==> src/rtl/ctrl_pipe.sv <==
// -----------------------------------------------------------------------------
// ctrl_pipe : pipeline control unit for the RV64 core.
//
// Merges per-stage hold requests, branch/jump redirects and trap redirects into
// per-stage stall/flush vectors and a single PC redirect. Redirects that cannot
// be taken because downstream is held are parked (pending) until the hold
// clears. Each accepted redirect opens a FLUSH_CYCLES fetch-kill window on
// stage 0. Traps win over both a live jump and a pending jump.
//
// Optional feature: define CTRL_PERF_EN to add the stall_cyc_o and
// redirect_cnt_o performance counters.
//
// Ports:
//   clk            in   core clock
//   rst            in   asynchronous active-low reset
//   jump_en_i      in   branch/jump taken from JUMP_STAGE
//   jump_addr_i    in   jump target (XLEN)
//   trap_en_i      in   trap redirect from JUMP_STAGE
//   trap_addr_i    in   trap vector (XLEN)
//   hold_req_i     in   bit k = stage k cannot advance (NSTAGE)
//   jump_en_o      out  PC redirect strobe
//   jump_addr_o    out  redirect target, 0 when no redirect (XLEN)
//   stall_o        out  bit k = stage k register holds (NSTAGE)
//   flush_o        out  bit k = stage k register loads a bubble (NSTAGE)
//   stall_cyc_o    out  [CTRL_PERF_EN] cycles with any stall (32)
//   redirect_cnt_o out  [CTRL_PERF_EN] accepted redirects (32)
//   busy_o         out  redirect pending or kill window active
// -----------------------------------------------------------------------------
module ctrl_pipe #(
   parameter int unsigned XLEN         = 64,
   parameter int unsigned NSTAGE       = 5,
   parameter int unsigned JUMP_STAGE   = 2,
   parameter int unsigned FLUSH_CYCLES = 2
) (
   input  logic              clk,
   input  logic              rst,
   input  logic              jump_en_i,
   input  logic [XLEN-1:0]   jump_addr_i,
   input  logic              trap_en_i,
   input  logic [XLEN-1:0]   trap_addr_i,
   input  logic [NSTAGE-1:0] hold_req_i,
   output logic              jump_en_o,
   output logic [XLEN-1:0]   jump_addr_o,
   output logic [NSTAGE-1:0] stall_o,
   output logic [NSTAGE-1:0] flush_o,
`ifdef CTRL_PERF_EN
   output logic [31:0]       stall_cyc_o,
   output logic [31:0]       redirect_cnt_o,
`endif
   output logic              busy_o
);

   localparam int unsigned KW = (FLUSH_CYCLES > 0) ? $clog2(FLUSH_CYCLES + 1) : 1;
   localparam logic [KW-1:0] KILL_LOAD = KW'(FLUSH_CYCLES);

   logic              r_pend_vld;
   logic [XLEN-1:0]   r_pend_addr;
   logic [KW-1:0]     r_kill_cnt;

   logic [NSTAGE-1:0] w_hold_ge;   // bit k = some hold at index >= k
   logic              w_req;
   logic              w_accept;
   logic              w_kill_act;
   logic [XLEN-1:0]   w_sel_addr;
   logic [NSTAGE-1:0] w_stall;
   logic [NSTAGE-1:0] w_flush;

   // Suffix-OR of the hold vector: stage k stalls iff anything at or above it holds.
   always_comb begin
      logic [NSTAGE-1:0] v_ge;
      v_ge = '0;
      v_ge[NSTAGE-1] = hold_req_i[NSTAGE-1];
      for (int k = int'(NSTAGE) - 2; k >= 0; k--) begin
         v_ge[k] = hold_req_i[k] | v_ge[k+1];
      end
      w_hold_ge = v_ge;
   end

   // Pending jump blocks new jumps; trap overrides everything.
   assign w_req      = trap_en_i | jump_en_i | r_pend_vld;
   assign w_sel_addr = trap_en_i  ? trap_addr_i :
                       r_pend_vld ? r_pend_addr : jump_addr_i;
   assign w_accept   = w_req & ~w_hold_ge[JUMP_STAGE+1];
   assign w_kill_act = (r_kill_cnt != '0);

   always_comb begin
      w_stall = w_hold_ge;
      w_flush = '0;
      // Bubble goes into the stage directly behind the highest holding stage.
      for (int k = 1; k < int'(NSTAGE); k++) begin
         w_flush[k] = w_hold_ge[k-1] & ~w_hold_ge[k];
      end
      if (w_kill_act) begin
         w_flush[0] = 1'b1;
         w_stall[0] = 1'b0;
      end
      // Accepted redirect squashes everything up to the resolving stage.
      if (w_accept) begin
         for (int k = 0; k <= int'(JUMP_STAGE); k++) begin
            w_flush[k] = 1'b1;
            w_stall[k] = 1'b0;
         end
      end
   end

   // Outputs are forced quiet while reset is asserted, independent of inputs.
   assign jump_en_o   = rst & w_accept;
   assign jump_addr_o = (rst & w_accept) ? w_sel_addr : '0;
   assign stall_o     = rst ? w_stall : '0;
   assign flush_o     = rst ? w_flush : '0;
   assign busy_o      = rst & (r_pend_vld | w_kill_act);

   always_ff @(posedge clk or negedge rst) begin
      if (!rst) begin
         r_pend_vld  <= 1'b0;
         r_pend_addr <= '0;
         r_kill_cnt  <= '0;
      end else if (w_accept) begin
         r_pend_vld <= 1'b0;
         r_kill_cnt <= KILL_LOAD;
      end else begin
         if (w_req) begin
            r_pend_vld  <= 1'b1;
            r_pend_addr <= w_sel_addr;
         end
         if (w_kill_act) begin
            r_kill_cnt <= r_kill_cnt - KW'(1);
         end
      end
   end

`ifdef CTRL_PERF_EN
   logic [31:0] r_stall_cyc;
   logic [31:0] r_redirect_cnt;

   always_ff @(posedge clk or negedge rst) begin
      if (!rst) begin
         r_stall_cyc    <= '0;
         r_redirect_cnt <= '0;
      end else begin
         if (stall_o != '0) begin
            r_stall_cyc <= r_stall_cyc + 32'd1;
         end
         if (jump_en_o) begin
            r_redirect_cnt <= r_redirect_cnt + 32'd1;
         end
      end
   end

   assign stall_cyc_o    = r_stall_cyc;
   assign redirect_cnt_o = r_redirect_cnt;
`endif

endmodule

==> config.mk <==
export PLATFORM = sky130hd
export DESIGN_NAME = ctrl_pipe
export DESIGN_NICKNAME = d
export VERILOG_FILES = /design/src/rtl/ctrl_pipe.sv
export SDC_FILE = /design/constraint.sdc
export NUM_CORES = 1
export LEC_CHECK = 0
export CORE_MARGIN = 10
export CORE_UTILIZATION = 45
export DETAILED_ROUTE_END_ITERATION = 8
export PLACE_DENSITY = 0.89
export SLEW_MARGIN = 5
export SYNTH_ARGS = -nofsm -noshare
export SYNTH_HDL_FRONTEND = slang
export SYNTH_SLANG_ARGS = --single-unit
==> constraint.sdc <==
create_clock -name clk -period 2.1 [get_ports clk]
set_clock_uncertainty 0.05 [all_clocks]
set_input_delay 0.42 -clock clk [delete_from_list [all_inputs] [get_ports clk]]
set_output_delay 0.42 -clock clk [all_outputs]
set_load 0.005 [all_outputs]
Run 1, the metal 1 layer:
The bar under the picture is 50 µm long. Supply wires on this layer in grey.
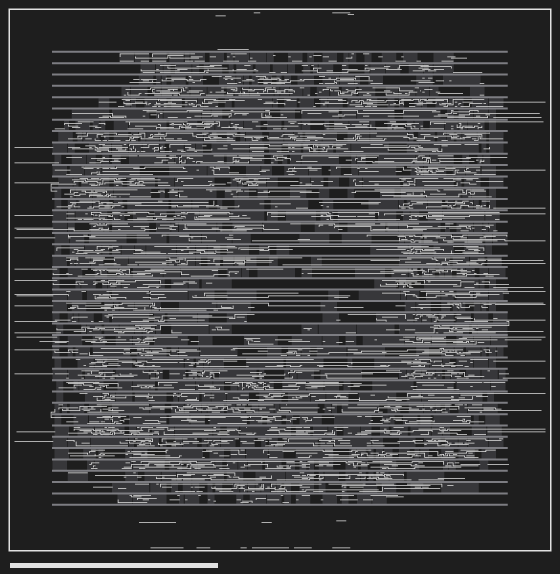
The longest straight run is 39.6 µm. 902 nets have wire on it. The wires run mostly horizontal. The layer carries 9010 µm of wire.

Run 1, signal wires on met2:
The bar under the picture is 50 µm long.
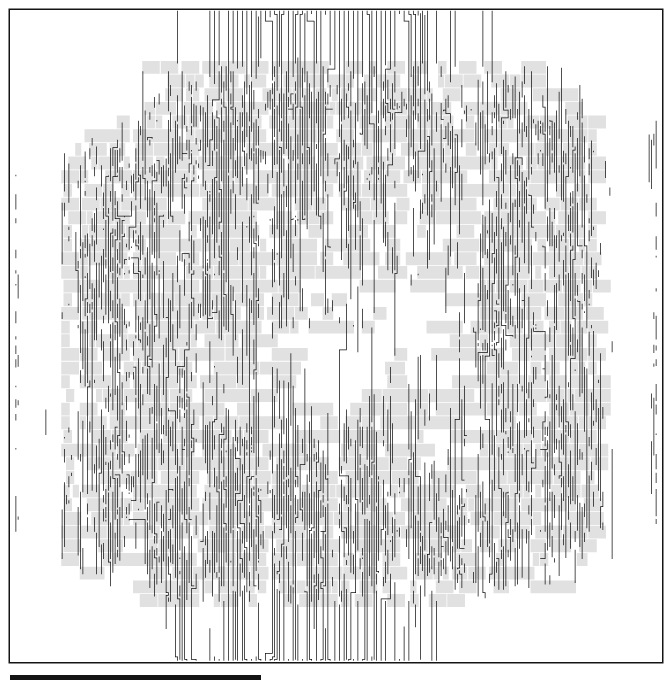
The layer holds 49% of the routed length. The wires run mostly vertical. 888 nets have wire on it. The layer carries 11000 µm of wire.
vias after detailed routing: 6310
Final Routed Wirelength: 22340 µm
GR met2 Demand/Resource: 0.4055

Run 1, close-up of the layout:
The bar under the picture is 10 µm long. Region (45, 19) to (85, 59) µm. Cells in grey, sequential cells in the stronger grey; small squares are vias.
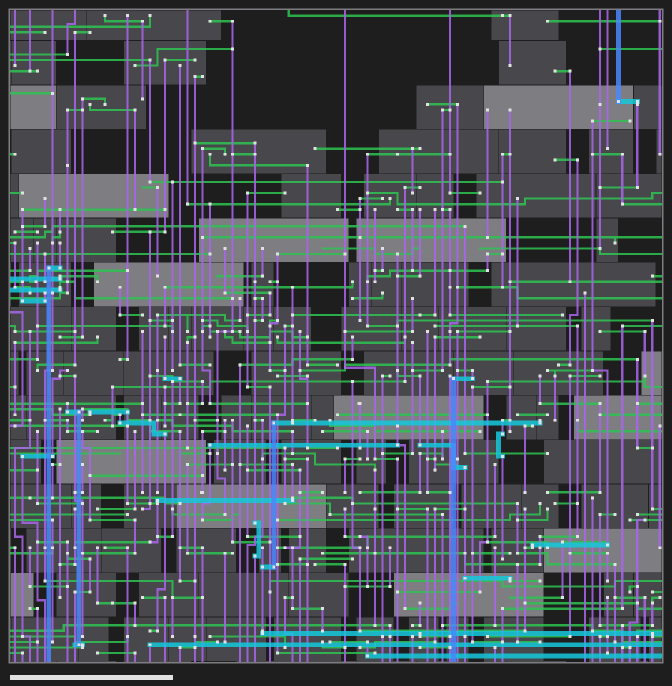
Key: M4 = blue; M1 = green; M2 = purple; M3 = cyan
Most frequent: clkdlybuf4s50_1 (15), dfrtp_1 (11). Netlist names of flops here include r_pend_addr (11). Sequential cells in the window: 11. 104 logic cells have their middle in the window.

==> reports/notes.md, run 1 <==
* Switching Power: 1.570 mW
* Final Instance Count excl. Fillers: 1015
* P_comb: 1.87 mW
* depth of the critical timing path with buffers and inverters included: 7
* post-synthesis share of cell area spent on and-or and or-and gates: 0.1168
* I/O pin total: 213
* cell group occupying the most layout area: logic gates
* result of the run: finished, violations left
* final net count: 1002
* minimum period implied by the final worst setup slack: 2.356 ns
* flip-flop count of the largest register after layout: 64
* number of buffers and inverters on the critical path: 4
* ranking of synthesized cells by area: sky130_fd_sc_hd__dfrtp_1 (31%), sky130_fd_sc_hd__mux2_2 (14%), sky130_fd_sc_hd__mux2i_1 (12%), sky130_fd_sc_hd__o32ai_1 (10%), sky130_fd_sc_hd__nor2_1 (9.1%)
* Final Worst Setup Slack: -0.2556 ns
* Chip Height: 129.7 µm
* slew of the pin with the lowest slew margin: 0.5742 ns
* met1 layer wirelength in the final routing: 9007 µm
* critical setup path kind: reg2out
* total die area: 16830 µm²
* number of CTS-inserted buffers: 9
* Clock Tree Buf Depth: 2
* Pre-Place Util: 0.4549
* top area contributor share: 0.3094
* Signal inverters: 4
* library cells used by synthesis: 33
* chip area estimate from yosys synthesis: 5419 µm²
* worst setup path startpoint: r_pend_vld
* cell count after placement: 961
* total number of yosys warnings: 0
* failing checks: negative setup slack
* Max IR drop VDD: 0.0003432 V
* most frequent cells after synthesis: sky130_fd_sc_hd__nor2_1 (131), sky130_fd_sc_hd__dfrtp_1 (67), sky130_fd_sc_hd__mux2_2 (65), sky130_fd_sc_hd__nor3_1 (65)
* first-pass GRT wire length: 32730 µm
* Post-Place Worst Slack: -0.6000 ns
* proportion of cell area occupied by registers: 0.1901
* number of failing setup endpoints in the final timing report: 71
* flip-flops: 67
* maximum operating frequency: 0.4245 GHz
* PnR Total Power: 5.003 mW
* proportion of power drawn by the clock network: 0.292
* reported clock group power: 1.46 mW
* count of standard-cell rows: 40
* power density over the cells: 566.9 nW/µm²
* routing usage on met1: 0.3003
* well tap count: 147
* area of the multi-input gates: 3682 µm²
* final hold viol count: 0
* OpenROAD warning count: 28
* most frequently placed logic cell in the final layout: sky130_fd_sc_hd__clkdlybuf4s50_1
* DRC violation total after the first TritonRoute iteration: 607
* met3 Use GR: 0.05639
* total core area: 11910 µm²
* Synth Cell Area: 5419 µm²
* number of enable-type register cells in the synthesized netlist: 0
* max-capacitance violation count: 0
* Fill cells: 834
* post-synthesis share of cell area spent on xor and xnor gates: 0.001616
* net count of the mapped netlist: 761
* count of instantiated cells in the yosys netlist: 623
* pin count of the biggest net entering global routing: 52
--- run 2 (diff from run 1) ---
--- a/config.mk
+++ b/config.mk
@@ -9,6 +9,7 @@
 export CORE_UTILIZATION = 45
 export DETAILED_ROUTE_END_ITERATION = 8
 export PLACE_DENSITY = 0.89
+export REMOVE_ABC_BUFFERS = 1
 export SLEW_MARGIN = 5
 export SYNTH_ARGS = -nofsm -noshare
 export SYNTH_HDL_FRONTEND = slang
Run 2, congestion heat map:
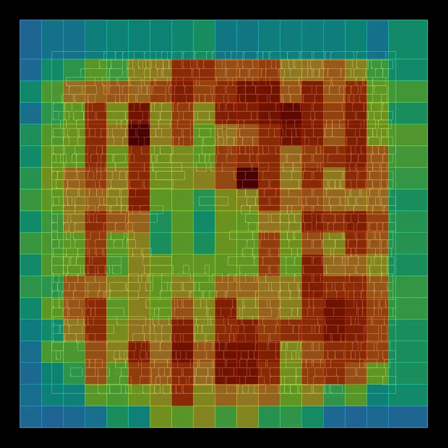
routed wirelength normalized by instance count: 23.88 µm
met3 Use GR: 0.07586
global-route layer with the greatest usage: met2
final core utilization: 0.7530
total global-route track usage: 0.2677

==> reports/notes.md, run 2 <==
* proportion of power drawn by the clock network: 0.279, -0.013
* DP Area: 7918 µm²
* die span in x: 129.7 µm
* Final Worst Setup Slack: -0.3178 ns, -0.06223 ns
* PnR Total Power: 5.006 mW, about the same
* slew of the pin with the lowest slew margin: 0.5310 ns, -0.04328 ns
* Chip Height: 129.7 µm, unchanged
* P_comb: 1.93 mW, +3%
* routing usage on met1: 0.3234, +0.02305
* worst setup path endpoint: jump_addr_o[16]
* Comb pwr share: 0.386
* number of enable-type register cells in the synthesized netlist: 0, unchanged
* maximum operating frequency: 0.4136 GHz, -2.6%
* flip-flops: 67, unchanged
* Fill cells: 797, -4.4%
* GR met2 Demand/Resource: 0.4407, +0.03515
* post-synthesis cell type with the largest combined area: sky130_fd_sc_hd__dfrtp_1
* bufs w/o clock: 316
* simple-gate share of the synthesized area: 0.2431
* flip-flop count of the largest register after layout: 64, unchanged
* cell group occupying the most layout area: logic gates
* setup TNS: -17.00 ns
* reported clock group power: 1.40 mW, -4%
* first-pass GRT wire length: 35970 µm, +9.9%
* sinks on the clock net: 67
* worst setup path startpoint: r_pend_vld
* well tap count: 147, unchanged
* Post-Layout Inst Area: 8970 µm²
* proportion of cell area occupied by registers: 0.1871, -0.003050
* most numerous cell in the Yosys netlist: sky130_fd_sc_hd__nor2_1
* Port Buf Inserts: 212
* Switching Power: 1.684 mW, +7.2%
* total core area: 11910 µm², unchanged
* final net count: 1017, +1.5%
* Synth Cell Area: 5419 µm², unchanged
* critical path fanouts, max: 7
* Pre-Place Util: 0.4549, unchanged
* chip area estimate from yosys synthesis: 5419 µm², unchanged
* post-synthesis share of cell area spent on xor and xnor gates: 0.001616, unchanged
* level count of the clock H-tree: 3
* total die area: 16830 µm², unchanged
* Final Instance Count excl. Fillers: 1032, +1.7%
* OpenROAD warning count: 28, unchanged
* cell count after placement: 967, +0.62%
* critical path's top delay family: buffers and inverters
* most frequent cells after synthesis: sky130_fd_sc_hd__nor2_1 (131), sky130_fd_sc_hd__dfrtp_1 (67), sky130_fd_sc_hd__mux2_2 (65), sky130_fd_sc_hd__nor3_1 (65)
* flop-to-flop setup slack: -0.10 ns
* DRC violation total after the first TritonRoute iteration: 584, -3.8%
* failing checks: negative setup slack
* library cells used by synthesis: 33, unchanged
* clock slew at the register clock pins of the worst setup and hold paths: 0.06 ns
* number of buffers and inverters on the critical path: 5, +1
* Clock Tree Buf Depth: 2, unchanged
* cts-stage hold buffer count: 2
* top register by number of flip-flops: r_pend_addr
* number of failing setup endpoints in the final timing report: 72, +1.4%
* max-capacitance violation count: 0, unchanged
* Clock Buffer Count: 9
* number of CTS-inserted buffers: 9, unchanged
* delay of the slowest critical-path stage: 0.44 ns
* I/O pin total: 213, unchanged
* critical setup path kind: reg2out
* met1 layer wirelength in the final routing: 9252 µm, +2.7%
* count of standard-cell rows: 40, unchanged
* count of instantiated cells in the yosys netlist: 623, unchanged
* depth of the critical timing path with buffers and inverters included: 8, +1
* result of the run: finished, violations left
* top area contributor share: 0.3094, unchanged
* number of max-slew violations in the final report: 0
* most frequently placed logic cell in the final layout: sky130_fd_sc_hd__clkdlybuf4s50_1
* power density over the cells: 558.1 nW/µm², -1.6%
* minimum period implied by the final worst setup slack: 2.418 ns, +0.06223 ns
* Signal inverters: 4, unchanged
* final hold viol count: 0, unchanged
* headroom to the max-slew limit: 0.6460
* total number of yosys warnings: 0, unchanged
* post-synthesis share of cell area spent on and-or and or-and gates: 0.1168, unchanged
* Post-Place Worst Slack: -0.5549 ns, +0.04502 ns
* Max IR drop VDD: 0.0004494 V, +31%
* area of the multi-input gates: 3810 µm², +3.5%
* pin count of the biggest net entering global routing: 45, -13%
* ranking of synthesized cells by area: sky130_fd_sc_hd__dfrtp_1 (31%), sky130_fd_sc_hd__mux2_2 (14%), sky130_fd_sc_hd__mux2i_1 (12%), sky130_fd_sc_hd__o32ai_1 (10%), sky130_fd_sc_hd__nor2_1 (9.1%)
Run 2, signal wires on met2:
The bar under the picture is 50 µm long.
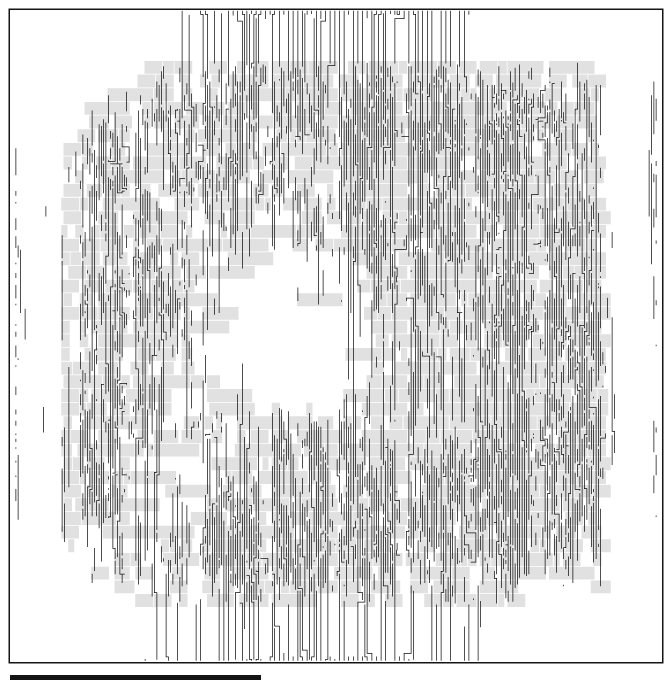
The layer carries 12000 µm of wire. The layer holds 49% of the routed length. The longest straight run is 59.8 µm.
vias after detailed routing: 6625
Final Routed Wirelength: 24640 µm

Power figures rest on the tool's default switching activity, not on a simulated workload.
